`config.mk`:
```
export PLATFORM = sky130hd
export DESIGN_NAME = fb_arbiter
export DESIGN_NICKNAME = d
export VERILOG_FILES = /design/src/rtl/fb_arbiter.sv
export SDC_FILE = /design/constraint.sdc
export NUM_CORES = 1
export LEC_CHECK = 0
export ABC_AREA = 0
export CAP_MARGIN = 30
export CORE_MARGIN = 2
export CORE_UTILIZATION = 52
export DETAILED_ROUTE_END_ITERATION = 6
export PLACE_DENSITY = 0.78
export SYNTH_ARGS = -nofsm -noshare
export SYNTH_HDL_FRONTEND = slang
export SYNTH_SLANG_ARGS = --single-unit
```
`constraint.sdc`:
```
create_clock -name clock -period 3.2 [get_ports clock]
set_input_delay 0.64 -clock clock [delete_from_list [all_inputs] [get_ports clock]]
set_output_delay 0.64 -clock clock [all_outputs]
set_load 0.03 [all_outputs]
```
`src/rtl/fb_arbiter.sv`:
```
// fb_arbiter: shares the single frame-buffer port between VGA scan-out reads,
// a full-screen clear engine and a small FIFO of producer pixel writes.
// Priority is scan-out, then clear, then FIFO.
module fb_arbiter #(
  parameter int H_W        = 10,
  parameter int V_W        = 9,
  parameter int DW         = 24,
  parameter int H_ACTIVE   = 640,
  parameter int V_ACTIVE   = 480,
  parameter int FIFO_DEPTH = 4
) (
  input  logic               clock,
  input  logic               resetn,
  input  logic               vga_valid,
  input  logic [H_W-1:0]     vga_h_addr,
  input  logic [V_W-1:0]     vga_v_addr,
  output logic [DW-1:0]      vga_data,
  input  logic               wr_req,
  input  logic [H_W-1:0]     wr_h,
  input  logic [V_W-1:0]     wr_v,
  input  logic [DW-1:0]      wr_data,
  output logic               wr_ready,
  input  logic               clr_start,
  input  logic [DW-1:0]      clr_color,
  output logic               clr_busy,
  output logic               clr_done,
  output logic               err_oor,
  output logic [H_W+V_W-1:0] mem_addr,
  output logic               mem_we,
  output logic [DW-1:0]      mem_wdata,
  input  logic [DW-1:0]      mem_rdata
);

  localparam int PW = $clog2(FIFO_DEPTH);

  localparam logic [H_W-1:0] H_LIM   = H_W'(H_ACTIVE);
  localparam logic [V_W-1:0] V_LIM   = V_W'(V_ACTIVE);
  localparam logic [H_W-1:0] H_LAST  = H_W'(H_ACTIVE - 1);
  localparam logic [V_W-1:0] V_LAST  = V_W'(V_ACTIVE - 1);
  localparam logic [PW:0]    DEPTH_C = (PW + 1)'(FIFO_DEPTH);

  typedef enum logic {IDLE = 1'b0, CLEAR = 1'b1} state_t;

  state_t           state;
  logic [H_W-1:0]   clr_h;
  logic [V_W-1:0]   clr_v;
  logic [DW-1:0]    clr_col_q;

  logic [H_W-1:0]   fifo_h [FIFO_DEPTH];
  logic [V_W-1:0]   fifo_v [FIFO_DEPTH];
  logic [DW-1:0]    fifo_d [FIFO_DEPTH];
  logic [PW-1:0]    wr_ptr;
  logic [PW-1:0]    rd_ptr;
  logic [PW:0]      count;

  logic             push;
  logic             pop;
  logic             head_oor;

  // Full flag depends only on the registered count, never on a same-cycle pop.
  assign wr_ready = (count < DEPTH_C);
  assign push     = wr_req && wr_ready;
  assign head_oor = (fifo_h[rd_ptr] >= H_LIM) || (fifo_v[rd_ptr] >= V_LIM);

  // Port mux: scan-out wins, then the clear walk, then the FIFO head.
  always_comb begin
    mem_addr  = '0;
    mem_we    = 1'b0;
    mem_wdata = '0;
    vga_data  = '0;
    pop       = 1'b0;
    if (vga_valid) begin
      mem_addr = {vga_h_addr, vga_v_addr};
      vga_data = mem_rdata;
    end else if (state == CLEAR) begin
      mem_addr  = {clr_h, clr_v};
      mem_we    = 1'b1;
      mem_wdata = clr_col_q;
    end else if (count != '0) begin
      mem_addr  = {fifo_h[rd_ptr], fifo_v[rd_ptr]};
      mem_wdata = fifo_d[rd_ptr];
      mem_we    = !head_oor;
      pop       = 1'b1;
    end
  end

  // Clear sequencer: walks every visible pixel, stepping only when it owns the port.
  always_ff @(posedge clock or negedge resetn) begin
    if (!resetn) begin
      state    <= IDLE;
      clr_h    <= '0;
      clr_v    <= '0;
      clr_busy <= 1'b0;
      clr_done <= 1'b0;
    end else begin
      clr_done <= 1'b0;
      case (state)
        IDLE: begin
          if (clr_start) begin
            state    <= CLEAR;
            clr_h    <= '0;
            clr_v    <= '0;
            clr_busy <= 1'b1;
          end
        end
        CLEAR: begin
          if (!vga_valid) begin
            if (clr_h == H_LAST) begin
              clr_h <= '0;
              if (clr_v == V_LAST) begin
                clr_v    <= '0;
                state    <= IDLE;
                clr_busy <= 1'b0;
                clr_done <= 1'b1;
              end else begin
                clr_v <= clr_v + 1'b1;
              end
            end else begin
              clr_h <= clr_h + 1'b1;
            end
          end
        end
        default: state <= IDLE;
      endcase
    end
  end

  // Clear colour is captured once at start and held for the whole walk.
  always_ff @(posedge clock) begin
    if (state == IDLE && clr_start) clr_col_q <= clr_color;
  end

  // FIFO bookkeeping and the sticky out-of-range flag.
  always_ff @(posedge clock or negedge resetn) begin
    if (!resetn) begin
      wr_ptr  <= '0;
      rd_ptr  <= '0;
      count   <= '0;
      err_oor <= 1'b0;
    end else begin
      if (push) wr_ptr <= wr_ptr + 1'b1;
      if (pop)  rd_ptr <= rd_ptr + 1'b1;
      case ({push, pop})
        2'b10:   count <= count + 1'b1;
        2'b01:   count <= count - 1'b1;
        default: count <= count;
      endcase
      if (pop && head_oor) err_oor <= 1'b1;
    end
  end

  // FIFO storage; contents are meaningless until counted, so no reset.
  always_ff @(posedge clock) begin
    if (push) begin
      fifo_h[wr_ptr] <= wr_h;
      fifo_v[wr_ptr] <= wr_v;
      fifo_d[wr_ptr] <= wr_data;
    end
  end

endmodule

```
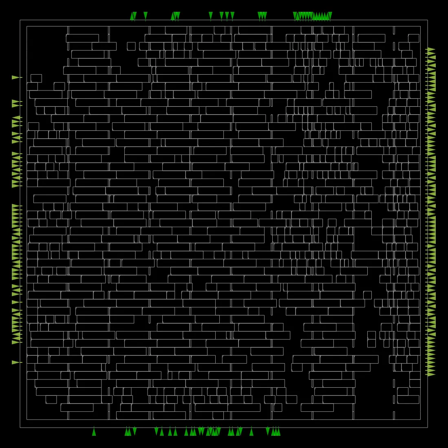
*Placed standard cells*
Filler Cells Inserted: 1166
Placement Rows: 49
non-filler instance count after layout: 988
registers: 226
post-layout utilization of the core: 68.5%

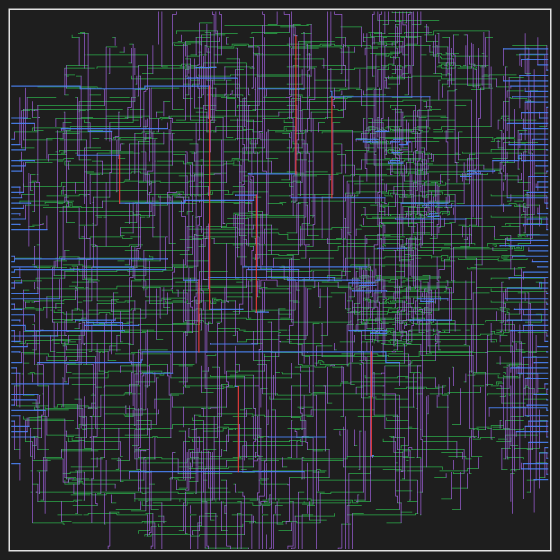
*Metal layers overlaid*
[red] metal 4 | wire length: 227 µm
[blue] metal 3 | wire length: 1440 µm
[purple] metal 2 | wire length: 10300 µm
[green] metal 1 | wire length: 8340 µm

==> out/metrics.sh <==
BIGGESTCELLCATEGORY='flip-flops and latches'
SEQUENTIAL_CELL_AREA_MM2=0.00664
GRT_UTIL_MET3_PCT=3.98
SYNTHESIS.AREA_MM2=0.00936
ROUTED_WL_MM=20.3
BUFFERS=205
FINAL.SIGNAL_INVERTER_COUNT=11
TOP_USAGE_LAYER='met2'
MAX-VDD-IR-DROP_mV=0.514
YOSYSUNIQUECELLTYPES=54
PATH_CLK_SLEW_PS=60
CTS_MAX_LEVEL=1
YOSYS-MUX-AREA-FRACTION_PCT=10.5
TAPS=229
YOSYS.AREA_SHARE.ADDER_PCT=1.15
BIGGESTREGSBYFLOPS='fifo_d (96), fifo_h (40), fifo_v (36)'
GRT.MET1_USAGE_PCT=29.2
POST-CTS-SETUP-BUFFERS=1
TIMING.FINAL.SETUP_VIOLATIONS=0
GRT_START_MAX_NET_PINS=44
FLOORPLAN_CORE_DENSITY_PCT=52.6
PRE_CTS_WS_PS=505
SYNTH_WARNINGS=0
CRITPATHMAXFANOUT=19
MAPPEDNETLISTNETS=667
SH_COMB_AREA_PCT=20.8
YOSYS.AREA_SHARE.AOI_PCT=7.56
WORST_R2R_STARTPOINT='state'
ROUTABILITYCONGESTION=0.912
HOLD-WORST-SLACK_PS=497
SYNTH-MAIN-FF-CELL='sky130_fd_sc_hd__edfxtp_1'
WORST_SETUP_PATH_STARTPOINT='count[0]'
DRTITER0DRC=603
WORST_SKEW_PAIR_LATER_PIN_LATENCY_PS=500
TIGHTESTPINTRANSITION_PS=628
FINALWORSTPATHREQUIREDPERIOD_PS=3040
CTS_MADE_BUFFERS=23
ANTENNA_DIODE_COUNT=0
POWER.COMBINATIONAL.TOTAL_mW=1.44
SYNTHTOPCELLSBYCOUNT='sky130_fd_sc_hd__edfxtp_1, sky130_fd_sc_hd__mux4_2, sky130_fd_sc_hd__nand2_1, sky130_fd_sc_hd__dfrtp_1, sky130_fd_sc_hd__o21ai_0'
FLOORPLAN.DIE_AREA_MM2=0.0191
GLOBAL_ROUTE.USAGE.TOTAL_PCT=21.4
SYNTH.LOGIC.TOP_FAMILY='multiplexers'
WL_PER_CELL_UM=20.5
TRITONCTS_NUM_SINKS=226
DRT_PRE_ANTENNA_ITERS=5
MAX_STAGE_DELAY_PS=540
STATUS='finished, final reports clean'
CTS_ROOT_BUF='sky130_fd_sc_hd__clkbuf_16'
HOLD_PATH_STARTPOINT='err_oor'
VIASPERCELL=5.67
CLOCK_PATH_BUFFERS=3
FIN_CRIT_SH_PCT=94.9
SYNTHESIZED_AREA_FRACTION_OCCUPIED_BY_XOR_AND_XNOR_CELLS_PCT=1.12
RSZ_0062_RAISED_AFTER_GLOBAL_ROUTING='false'
MAX_SLEW_MARGIN_PCT=57.8
NUMBER_OF_INSTANCES_IN_THE_PLACED_DESIGN=946
PATH_CELLS='nor3_1 -> nor2_1 -> buf_4 -> a22oi_1 -> o21ai_0 -> buf_12'
POWERSEQ_mW=3.79
CORE_MM2=0.0178
CRIT_PATH_START_KIND='flip-flop'
GRT_ANTENNA_BEFORE_REPAIR=0
HOLD_CLASS='reg2reg'
AREA_GROW_SYN2LAYOUT_PCT=30.2
FIN_SETUP_TNS_PS=0
NUM-MULTI-INPUT-GATES=276
HOLD_VIOL=0
MAX_CAP_VIOLATIONS=0
NUM_VIAS=5601
NETLIST_TOP_CELLS_AREA='sky130_fd_sc_hd__edfxtp_1, sky130_fd_sc_hd__mux4_2, sky130_fd_sc_hd__dfrtp_1'
CLOCK_BUFFERS=30
GLOBAL_ROUTE.USAGE.MET2_PCT=36.8
SYNTH.LARGEST_AREA_CELL='sky130_fd_sc_hd__edfxtp_1'
HOLD_BUFFERS=0
CELLINTERNALPOWER_mW=5.72
CTS_RESIZED=0
SEQ_TOTAL_AREA_PCT=54.6
SYNTH-AREA-YOSYS_MM2=0.00936
SYNTH_ASYNC_SR_FLOP_SHARE_PCT=13.3
SYNTH.YOSYS.SEQ_AREA_SHARE_PCT=70.9
TOTAL_LEAKAGE_POWER_nW=4.25
LAYOUT_TOP_CELLS_EXCL_FILL_TAP='sky130_fd_sc_hd__edfxtp_1, sky130_fd_sc_hd__clkdlybuf4s50_1, sky130_fd_sc_hd__buf_4, sky130_fd_sc_hd__mux4_2, sky130_fd_sc_hd__nand2_1'
MAX_CLOCK_FREQ_GHz=0.329
IO_BUFFER_COUNT=186
PWR_DENSITY_CELL_mW_PER_MM2=631
SYNTH_FLOP_COUNT=226
LARGEST_REGISTER_FFS=96
MULTI_INPUT_COMB_AREA_MM2=0.00253
SYNTHSIMPLEGATEAREAFRAC_PCT=6.58
CLOCK_POWER_mW=2.45
NETS=866
SWITCHING_POWER_mW=1.96
GRT_OVERFLOW=0
FINAL_DESIGN_AREA_NO_FILL_MM2=0.0122
COMBPWRFRAC_PCT=18.7
NUMBER_OF_BUFFER_AND_INVERTER_INSTANCES_ALONG_THE_WORST_SETUP_PATH=2
WORSTSETUPPATHTYPE='reg2out'
SYNTH-CELLS-YOSYS=544
SYNTH.AVG_CELL_AREA_UM2=17.2
DRIVE_ABOVE_1_SHARE_PCT=19.9
CLOCK_AREA_SHARE_PCT=5.67
TRITONCTS='done'
SYN_INST=544
WORST-ENDPOINT-REQUIRED_PS=2560
LAYOUT_TOP_CELL_EXCL_FILL_TAP='sky130_fd_sc_hd__edfxtp_1'
DETAILED_PLACER_S_ENDING_HPWL_MM=13.4
MOST_COMMON_CELL_IN_THE_SYNTHESIZED_NETLIST='sky130_fd_sc_hd__edfxtp_1'
ENABLE_FLOP_CELLS=196
NETLIST.AREA_LEADER.SHARE_PCT=62.9
DIE_W_UM=138
ANT_NETS=0
PIN_COUNT=187
FIN_WS_PS=163
AREA_OF_PLACED_INSTANCES_MM2=0.0115
GRT_PASS1_VIAS=5682
MAXPOWERGROUP='sequential cells'
SEQ_POWER_SHARE_PCT=49.4
FINCLKSKEW_PS=12.4
POWER.SWITCHING_FRACTION_PCT=25.5
DIE_H_UM=138
DETAIL_ROUTE.DRC_VIOLATIONS=0
CP_ENDPOINT_KIND='output pin'
CP_SLOWEST_CELL='sky130_fd_sc_hd__nor3_1'
POWER_mW=7.68
FINAL_SLEW_VIOL_COUNT=0
PWR-SHARE-CLK_PCT=31.9
STAGE_LOG_WARNINGS=29
CRITPATHARRIVALTIME_PS=2400
MAX_FLOP_REGISTER='fifo_d'
FIRST_PASS_GRT_WIRE_LENGTH_MM=32.1
BUF_SHARE_PCT=16.3
WORST_PATH_TOP_CELL_FAMILY_BY_DELAY='simple AND/OR/NAND/NOR gates'
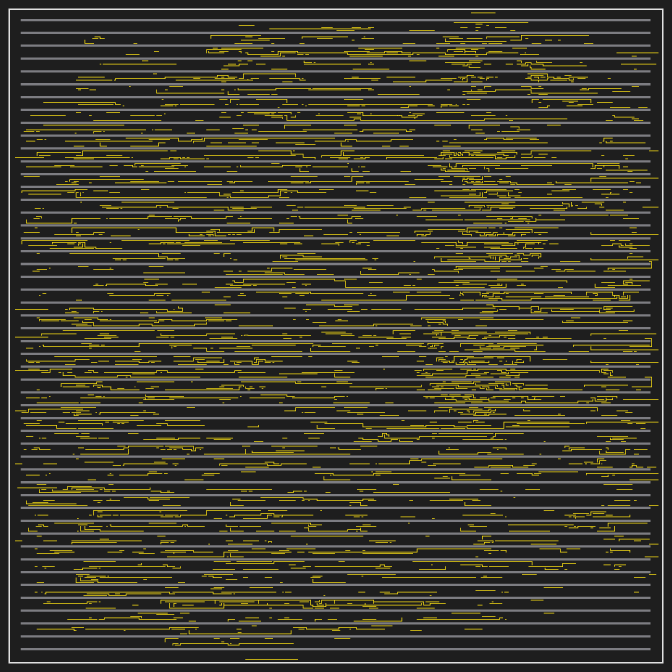
*Metal 1*
Supply wires on this layer in grey.
nets with wire on the layer: 750
wire length on this layer: 8340 µm
share of all routed wire: 41%
longest straight run: 36.8 µm

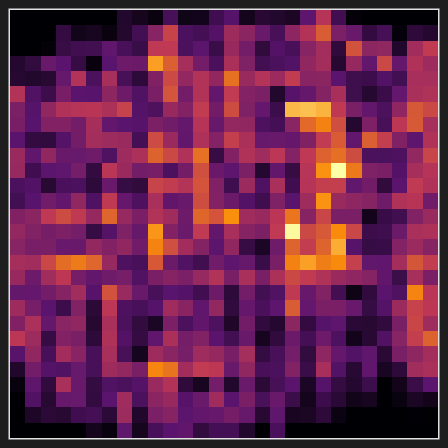
*Routed metal per tile*
The die is cut into 28 by 28 equal tiles; black is low, pale yellow is high, scaled to the fullest tile. Values are wire area over tile area, all layers added.
densest ninth of the die: middle right
nearly empty tiles: 5.9%
emptiest ninth of the die: lower right
mean over tiles: 0.17
tiles over half the peak: 13%

cell families (layout without fill, tap and decap cells):
family	count (synthesis)	in the layout
and+or+nand+nor	113	113
muxes	44	44
AOI/OAI and AO/OA	99	99
DFF	226	226
adders and majority gates	8	8
xor gates and xnor gates	12	12
buffers and inverters	42	257
per-layer routing:
metal | wire length, µm | share of wire [%] | up-vias
met1 | 8340 | 41 | 2775
met4 | 227 | 1.1 | 0
met5 | 0 | 0 | -
met3 | 1440 | 7.1 | 16
li1 | - | - | 2562
met2 | 10300 | 51 | 248
path summary, 6_finish.rpt:
path,to,slack [ps],cells past startpoint
max reg2reg,clr_h[9],720,7
max,mem_addr[11],160,6
min in group asynchronous,count[2],570,2
min,err_oor,500,1
max in group asynchronous,rd_ptr[0],2290,2
min reg2reg,err_oor,500,1
Power figures rest on the tool's default switching activity, not on a simulated workload.
